--- config.mk ---
export PLATFORM = sky130hd
export DESIGN_NAME = spi_register_controller
export DESIGN_NICKNAME = d
export VERILOG_FILES = /design/src/rtl/spi_register_controller.sv
export SDC_FILE = /design/constraint.sdc
export NUM_CORES = 1
export LEC_CHECK = 0
export CELL_PAD_IN_SITES_DETAIL_PLACEMENT = 2
export CELL_PAD_IN_SITES_GLOBAL_PLACEMENT = 2
export CORE_ASPECT_RATIO = 0.9
export CORE_UTILIZATION = 29
export DETAILED_ROUTE_END_ITERATION = 8
export PLACE_DENSITY = 0.83
export SYNTH_ARGS = -nofsm -noshare
export SYNTH_HDL_FRONTEND = slang
export SYNTH_SLANG_ARGS = --single-unit
--- constraint.sdc ---
create_clock -name system_clk -period 2.1 [get_ports system_clk]
set_input_delay 0.42 -clock system_clk [delete_from_list [all_inputs] [get_ports system_clk]]
set_output_delay 0.42 -clock system_clk [all_outputs]
set_load 0.05 [all_outputs]
--- src/rtl/spi_register_controller.sv ---
// -----------------------------------------------------------------------------
// spi_register_controller
//
// Command sequencer behind an SPI slave.  It gives an external SPI master
// read/write access to a register file.  Each chip-select frame starts with a
// command word: bit WIDTH-1 selects write (1) or read (0), and bits
// ADDR_BITS-1:0 give the start address.  The remaining words are data.  They
// are written to, or read from, consecutive addresses.  The address
// auto-increments and wraps modulo 2^ADDR_BITS.
//
// Ports
//   system_clk   in   system clock, all logic on the rising edge
//   rst_n        in   asynchronous reset, active low
//   cs_start     in   one-cycle pulse: chip select asserted
//   cs_stop      in   one-cycle pulse: chip select released
//   value_valid  in   one-cycle pulse: value_mosi holds a complete word
//   value_mosi   in   word received from the master
//   value_miso   out  word the slave shifts out next
//   reg_addr     out  register address
//   reg_wdata    out  register write data
//   reg_we       out  one-cycle write strobe
//   reg_re       out  one-cycle read strobe; reg_rdata is valid one cycle later
//   reg_rdata    in   register read data
//   busy         out  high while a frame is in progress (not IDLE)
//   txn_done     out  one-cycle pulse when a frame ends
//   txn_count    out  completed frames, modulo 2^WIDTH
// -----------------------------------------------------------------------------
module spi_register_controller #(
    parameter int WIDTH     = 8,
    parameter int ADDR_BITS = 4
) (
    input  logic                 system_clk,
    input  logic                 rst_n,
    input  logic                 cs_start,
    input  logic                 cs_stop,
    input  logic                 value_valid,
    input  logic [WIDTH-1:0]     value_mosi,
    output logic [WIDTH-1:0]     value_miso,
    output logic [ADDR_BITS-1:0] reg_addr,
    output logic [WIDTH-1:0]     reg_wdata,
    output logic                 reg_we,
    output logic                 reg_re,
    input  logic [WIDTH-1:0]     reg_rdata,
    output logic                 busy,
    output logic                 txn_done,
    output logic [WIDTH-1:0]     txn_count
);

    typedef enum logic [2:0] {
        ST_IDLE,
        ST_CMD,
        ST_WDATA,
        ST_FETCH,
        ST_RDATA
    } state_t;

    state_t               state_q, state_d;
    logic [ADDR_BITS-1:0] addr_q, addr_d;
    logic [ADDR_BITS-1:0] reg_addr_q, reg_addr_d;
    logic [WIDTH-1:0]     miso_q, miso_d;
    logic [WIDTH-1:0]     wdata_q, wdata_d;
    logic [WIDTH-1:0]     count_q, count_d;
    logic                 we_q, we_d;
    logic                 re_q, re_d;
    logic                 done_q, done_d;
    logic                 cap_q, cap_d;

    logic                 cmd_write;
    logic [ADDR_BITS-1:0] cmd_addr;

    assign cmd_write = value_mosi[WIDTH-1];
    assign cmd_addr  = value_mosi[ADDR_BITS-1:0];

    always_comb begin
        state_d    = state_q;
        addr_d     = addr_q;
        reg_addr_d = reg_addr_q;
        miso_d     = miso_q;
        wdata_d    = wdata_q;
        count_d    = count_q;
        we_d       = 1'b0;
        re_d       = 1'b0;
        done_d     = 1'b0;
        // The register file answers one cycle after the read strobe, so
        // capture is armed in the cycle that follows reg_re.
        cap_d      = re_q;

        case (state_q)
            ST_IDLE: begin
                // Status word for the master while no frame is active.
                miso_d = count_q;
                if (cs_start) begin
                    state_d = ST_CMD;
                end
            end
            ST_CMD: begin
                if (value_valid) begin
                    addr_d     = cmd_addr;
                    reg_addr_d = cmd_addr;
                    if (cmd_write) begin
                        miso_d  = '0;
                        state_d = ST_WDATA;
                    end else begin
                        // Prefetch the first word so it is ready for the
                        // master's first data word.
                        re_d    = 1'b1;
                        state_d = ST_FETCH;
                    end
                end
            end
            ST_WDATA: begin
                miso_d = '0;
                if (value_valid) begin
                    we_d       = 1'b1;
                    reg_addr_d = addr_q;
                    wdata_d    = value_mosi;
                    addr_d     = addr_q + 1'b1;
                end
            end
            ST_FETCH: begin
                addr_d  = addr_q + 1'b1;
                state_d = ST_RDATA;
            end
            ST_RDATA: begin
                // Fetched data lands in the first RDATA cycle. That is well
                // before the next word boundary, given the minimum SPI
                // half-period.
                if (cap_q) begin
                    miso_d = reg_rdata;
                end
                if (value_valid) begin
                    re_d       = 1'b1;
                    reg_addr_d = addr_q;
                    state_d    = ST_FETCH;
                end
            end
            default: begin
                state_d = ST_IDLE;
            end
        endcase

        // Frame boundaries override the per-state result.  A word that
        // arrives together with cs_stop still issues its strobe.  A cs_start
        // inside a frame means the stop was lost.  In that case the frame is
        // restarted without being counted.
        if (state_q != ST_IDLE) begin
            if (cs_start) begin
                state_d = ST_CMD;
                miso_d  = count_q;
                we_d    = 1'b0;
                re_d    = 1'b0;
            end else if (cs_stop) begin
                state_d = ST_IDLE;
                done_d  = 1'b1;
                count_d = count_q + 1'b1;
                miso_d  = count_q + 1'b1;
            end
        end
    end

    always_ff @(posedge system_clk or negedge rst_n) begin
        if (!rst_n) begin
            state_q    <= ST_IDLE;
            addr_q     <= '0;
            reg_addr_q <= '0;
            miso_q     <= '0;
            wdata_q    <= '0;
            count_q    <= '0;
            we_q       <= 1'b0;
            re_q       <= 1'b0;
            done_q     <= 1'b0;
            cap_q      <= 1'b0;
        end else begin
            state_q    <= state_d;
            addr_q     <= addr_d;
            reg_addr_q <= reg_addr_d;
            miso_q     <= miso_d;
            wdata_q    <= wdata_d;
            count_q    <= count_d;
            we_q       <= we_d;
            re_q       <= re_d;
            done_q     <= done_d;
            cap_q      <= cap_d;
        end
    end

    assign value_miso = miso_q;
    assign reg_addr   = reg_addr_q;
    assign reg_wdata  = wdata_q;
    assign reg_we     = we_q;
    assign reg_re     = re_q;
    assign busy       = (state_q != ST_IDLE);
    assign txn_done   = done_q;
    assign txn_count  = count_q;

endmodule
**Run 1: register map, names as in the netlist**

Scale bar: 20 um. Other sequential cells in the stronger gray, the rest of the logic in the fainter gray.
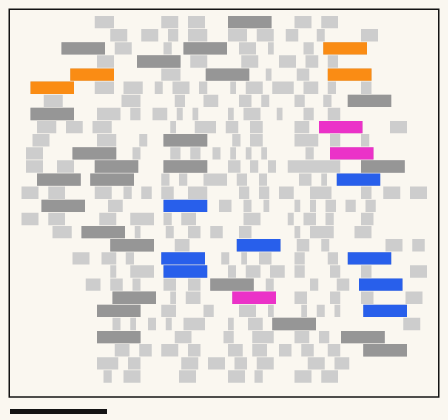
legend:
  `reg_addr`:
    color: orange
    flops: 4
  `state_q`:
    color: magenta
    flops: 3
  `value_miso`:
    color: blue
    flops: 8
FF+latch area: 975.9 um2
flip-flop and latch share of the layout cell area: 34.88%

**Run 1: metal layers overlaid**

Scale bar: 20 um.
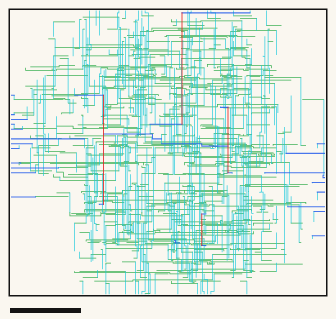
legend:
  metal 3:
    color: blue
    wire_length: 202 um
  metal 1:
    color: green
    wire_length: 3,190 um
  metal 4:
    color: red
    wire_length: 89.1 um
  metal 2:
    color: cyan
    wire_length: 3,390 um
GRT Total Usage: 21.46%
overall via count from detail_route: 1,807
total wirelength of the detailed-routed design: 6873 um
Routed WL per cell: 19.75 um

**Run 1: close-up of the layout**

Scale bar: 5 um. Window x 34 to 54, y 46 to 66 um. Cells in gray, sequential cells in the stronger gray; small squares are vias.
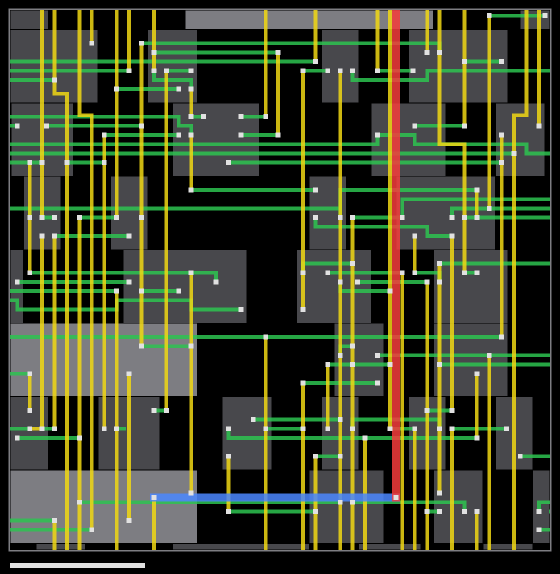
legend:
  metal 2:
    color: yellow
  metal 3:
    color: blue
  metal 4:
    color: red
  metal 1:
    color: green
most frequent: nor2_1 (4), buf_4 (4), a21oi_1 (3)
sequential cells in the window: 2
cells with their middle in the window: 27
netlist names of flops here include: `addr_q` (2)

==> flow_summary.yaml, run 1 <==
# implementation run metrics
status:
  status: "finished, final reports clean"
power:
  pg_clk_mw: 0.680
  power.static_leakage_nw: 1.232
  peakVddDrop_uv: 470.7
  p_total_mw: 3.220
  clkPwrFrac_pct: 21.1
  pwr.group.sequential_mw: 1.12
  internal-power_mw: 1.826
  power_per_unit_of_standard_cell_area_nw_per_um2: 1151
  swShare_pct: 43.29
  power.share.sequential_pct: 34.9
  combPwrFrac_pct: 44.0
cts:
  reg_clk_slew_reported_paths_ps: 80
  post_cts_setup_buffer_count: 0
  htree_num_levels: 2
  clock_tree.buffer_depth: 2
  clockRootBuffer: "sky130_fd_sc_hd__clkbuf_8"
  cts_made_buffers: 5
  tritoncts_clock_tree: "yes"
  clk_latency_ps: 300
  post_cts.resized_instances: 0
  cts_hold_repair.buffers: 0
  cts_num_sinks: 39
critical_path:
  worstPathMaxFanout: 11
  timing.critical_path.slowest_stage_cell: "sky130_fd_sc_hd__dfrtp_1"
  critPathLaunchType: "flip-flop"
  rr_startpoint: "state_q[2]"
  cell_family_contributing_the_most_delay_on_the_critical_path: "AND-OR/OR-AND gates"
  cp-startpoint: "state_q[2]"
  crit_required_ps: 2300
  worst-r2r-setup-slack_ps: 60
  slowest_delay_ps: 590
  crit_chain: "and4bb_2, a211oi_2, a221oi_1, a311oi_1"
  arrival_worst_endpoint_ps: 2240
  path_depth: 4
  critical_path.reg2reg.endpoint: "value_miso[1]"
  crit_type: "flip-flop to flip-flop"
  worstSetupEndpointType: "flip-flop"
  reg2reg_depth: 4
  worst-path-buf-inv: 0
final_layout:
  fillerInstances: 705
  n_clock_buffer: 6
  layout.cells.most_common: "sky130_fd_sc_hd__clkdlybuf4s50_1"
  fin_util_pct: 42.70
  insertedDiodeCount: 0
  final.signal_inverter_count: 5
  mi_logic_area_um2: 917.1
  mostFrequentLayoutCells: "46 x sky130_fd_sc_hd__clkdlybuf4s50_1, 39 x sky130_fd_sc_hd__dfrtp_1, 22 x sky130_fd_sc_hd__buf_4"
  clock_tree_area_fraction_pct: 4.204
  sequential_cell_total: 39
  comb_area_share_pct: 32.78
  largestClassByArea: "sequential cells"
  post_route_cells_drive_above_1_share_pct: 19.38
  multiInputCombCellCount: 135
  finalInstanceArea_um2: 2798
  layout-area-overhead-vs-synth_pct: 42.60
  numnets_final: 280
  final_cell_count_no_fill: 348
  nonClkBufAreaFrac_pct: 23.43
  buffers_excl_clock: 71
route:
  wl_met2_um: 3389
  ant_nets: 0
  drt_pass1_iterations: 4
  remaining_drc_errors: 0
  wl_met1_um: 3192
  met3WireLength_um: 201
  first_iter_violations: 106
  top_routing_layer_used: "met4"
  via_density: 5.193
synth:
  adder_share_pct: 1.276
  most_instantiated_library_cell_after_synthesis: "sky130_fd_sc_hd__dfrtp_1"
  syn_nets: 213
  ys_cells: 190
  ys_ff: 39
  synth.mux.area_fraction_pct: 8.482
  synth-edff-count: 0
  syn-cell-area_um2: 1962
  synth_largest_type_area_fraction_pct: 49.74
  postSynthAreaPerCell_um2: 10.33
  synth.cellmix.xorXnorShare_pct: 3.571
  ys_sh_aoi_pct: 14.41
  yosys.area.top_type: "sky130_fd_sc_hd__dfrtp_1"
  ys_dominant_reg_cell: "sky130_fd_sc_hd__dfrtp_1"
  ys_types: 40
  topCombFamilyByArea: "simple AND/OR/NAND/NOR gates"
  synthSimpleGateAreaFrac_pct: 18.88
  postSynthCellCount: 190
  post_synth_most_frequent_cells: "39 x sky130_fd_sc_hd__dfrtp_1, 13 x sky130_fd_sc_hd__mux2_2, 12 x sky130_fd_sc_hd__nor2_1"
  netlist_top_cells_area: "sky130_fd_sc_hd__dfrtp_1 50%, sky130_fd_sc_hd__mux2_2 7.5%, sky130_fd_sc_hd__a21oi_1 2.8%, sky130_fd_sc_hd__nor2_1 2.3%, sky130_fd_sc_hd__xor2_1 2.2%"
  postSynthSeqShare_pct: 49.74
  synth_async_sr_flop_share_pct: 100.0
  synth.yosys.chip_area_um2: 1962
  ys_warn_count: 0
global_route:
  grt_max_degree: 40
  top_usage_layer: "met2"
  gr-total-overflow: 0
  antenna_found_initial: 0
  groute.layer.met3.usage_pct: 4.343
  first_pass_grt_wire_length_um: 11070
  grtUsageMet2_pct: 34.62
  number_of_global_route_vias_before_repair: 1984
  grt.met1_usage_pct: 28.99
hold_path:
  hold_path.class: "input port to async pin"
place:
  port-buffer-count: 52
  placedCellCount: 340
  dpl_cell_area_um2: 2673
  hpwlAfterDp_um: 4846
  place.gp.congestion: 0.7687
  preCtsSetupSlack_ps: -91.52
timing:
  final.min_clock_period_ps: 2041
  skew_ps: 5.153
  finalHoldViolations: 0
  finalSetupViolCount: 0
  layout_setup_ws_ps: 58.76
  worst_slew_margin_rel_pct: 57.20
  peak_clock_frequency_supported_by_timing_mhz: 489.9
  setup_tns_ps: 0
  final_min_period_over_clock_period_pct: 97.20
  rsz0062_at_grt: "false"
  worst_pin_slew_ps: 640.8
  report.final.slew_viol_count: 0
floorplan:
  design.portCount: 53
  number_of_tapcells: 90
  coreArea_um2: 6551
  std_cell_rows: 28
  die-height_um: 80.03
job:
  openroad.warnings: 26
==> run 2: changes to the inputs <==
- CORE_MARGIN: not set -> 4
**Run 2: register map, names as in the netlist**

Scale bar: 20 um. Other sequential cells in the stronger gray, the rest of the logic in the fainter gray.
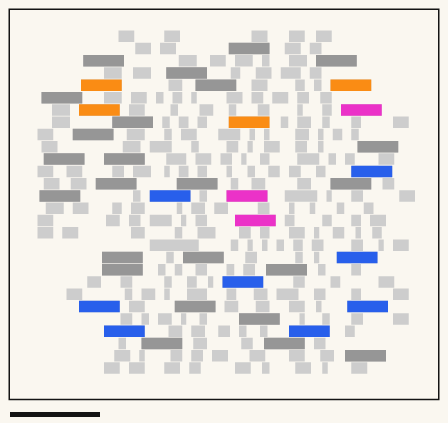
legend:
  `state_q`:
    color: magenta
    flops: 3
  `reg_addr`:
    color: orange
    flops: 4
  `value_miso`:
    color: blue
    flops: 8
not colored: 24

**Run 2: metal layers overlaid**

Scale bar: 20 um.
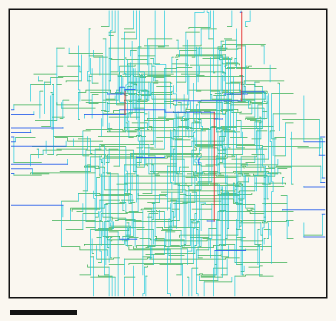
overall via count from detail_route: 1,821
Routed WL per cell: 19.77 um
GRT Total Usage: 18.02%
total wirelength of the detailed-routed design: 6880 um

==> run 2 against run 1 <==
- first-iteration DRC count down 49%
- clock skew is 7.4 ps higher
- register-to-register slack improved by 70 ps
- global-route usage down 3.4 points
- core utilization shrank 0.38 points
- via count rose by 0.77%
- worst setup slack improved by 21 ps
- non-clock buffer count unchanged
- die size up 15%
- clock power is 4.7% lower
- critical path type is now flip-flop to output pin
- largest power group unchanged
==> flow_summary.yaml, run 2 <==
# implementation run metrics
status:
  status: "finished, final reports clean"
synth:
  ys_types: 40
  ys_dominant_reg_cell: "sky130_fd_sc_hd__dfrtp_1"
  synth_async_sr_flop_share_pct: 100.0
  most_instantiated_library_cell_after_synthesis: "sky130_fd_sc_hd__dfrtp_1"
  syn_nets: 213
  synth.cellmix.xorXnorShare_pct: 3.571
  syn-cell-area_um2: 1962
  adder_share_pct: 1.276
  synth_largest_type_area_fraction_pct: 49.74
  ys_warn_count: 0
  synth-edff-count: 0
  synthSimpleGateAreaFrac_pct: 18.88
  post_synth_most_frequent_cells: "39 x sky130_fd_sc_hd__dfrtp_1, 13 x sky130_fd_sc_hd__mux2_2, 12 x sky130_fd_sc_hd__nor2_1"
  ys_ff: 39
  ys_cells: 190
  synth.mux.area_fraction_pct: 8.482
  netlist_top_cells_area: "sky130_fd_sc_hd__dfrtp_1 50%, sky130_fd_sc_hd__mux2_2 7.5%, sky130_fd_sc_hd__a21oi_1 2.8%, sky130_fd_sc_hd__nor2_1 2.3%, sky130_fd_sc_hd__xor2_1 2.2%"
critical_path:
  rr_startpoint: "state_q[1]"
  crit_chain: "clkdlybuf4s50_1"
  slowest_delay_ps: 840
  crit_type: "flip-flop to output pin"
  crit_required_ps: 1680
  worstPathMaxFanout: 5
  worstSetupEndpointType: "output pin"
place:
  place.gp.congestion: 0.7532
  port-buffer-count: 52
  preCtsSetupSlack_ps: -127.9
  dpl_cell_area_um2: 2668
global_route:
  groute.layer.met3.usage_pct: 3.421
  antenna_found_initial: 0
  first_pass_grt_wire_length_um: 11370
  grt.met1_usage_pct: 23.54
  top_usage_layer: "met2"
  grt_max_degree: 40
  gr-total-overflow: 0
route:
  remaining_drc_errors: 0
  wl_met2_um: 3483
  drt_pass1_iterations: 5
  met3WireLength_um: 238
  wl_met1_um: 3092
  via_density: 5.233
power:
  clkPwrFrac_pct: 20.2
  power.share.sequential_pct: 33.9
  combPwrFrac_pct: 45.9
  swShare_pct: 43.35
  power.static_leakage_nw: 1.211
  pwr.group.sequential_mw: 1.09
timing:
  setup_tns_ps: 0
  rsz0062_at_grt: "false"
  layout_setup_ws_ps: 79.38
  final_min_period_over_clock_period_pct: 96.22
  worst_pin_slew_ps: 529.8
  final.min_clock_period_ps: 2021
floorplan:
  die-height_um: 86.03
  number_of_tapcells: 90
  coreArea_um2: 6586
  std_cell_rows: 28
  design.portCount: 53
final_layout:
  layout.cells.most_common: "sky130_fd_sc_hd__clkdlybuf4s50_1"
  largestClassByArea: "sequential cells"
  finalInstanceArea_um2: 2788
  mostFrequentLayoutCells: "46 x sky130_fd_sc_hd__clkdlybuf4s50_1, 39 x sky130_fd_sc_hd__dfrtp_1, 24 x sky130_fd_sc_hd__buf_4"
  fin_util_pct: 42.33
  multiInputCombCellCount: 135
  comb_area_share_pct: 33.08
  clock_tree_area_fraction_pct: 4.040
  final.signal_inverter_count: 5
  post_route_cells_drive_above_1_share_pct: 19.77
  sequential_cell_total: 39
  insertedDiodeCount: 0
cts:
  post_cts_setup_buffer_count: 0
  cts_num_sinks: 39
  cts_hold_repair.buffers: 0
  clockRootBuffer: "sky130_fd_sc_hd__clkbuf_8"
  tritoncts_clock_tree: "yes"
  htree_num_levels: 2
  reg_clk_slew_reported_paths_ps: 80
job:
  openroad.warnings: 26
No activity file was given, so power comes from the tool's default toggle rates.
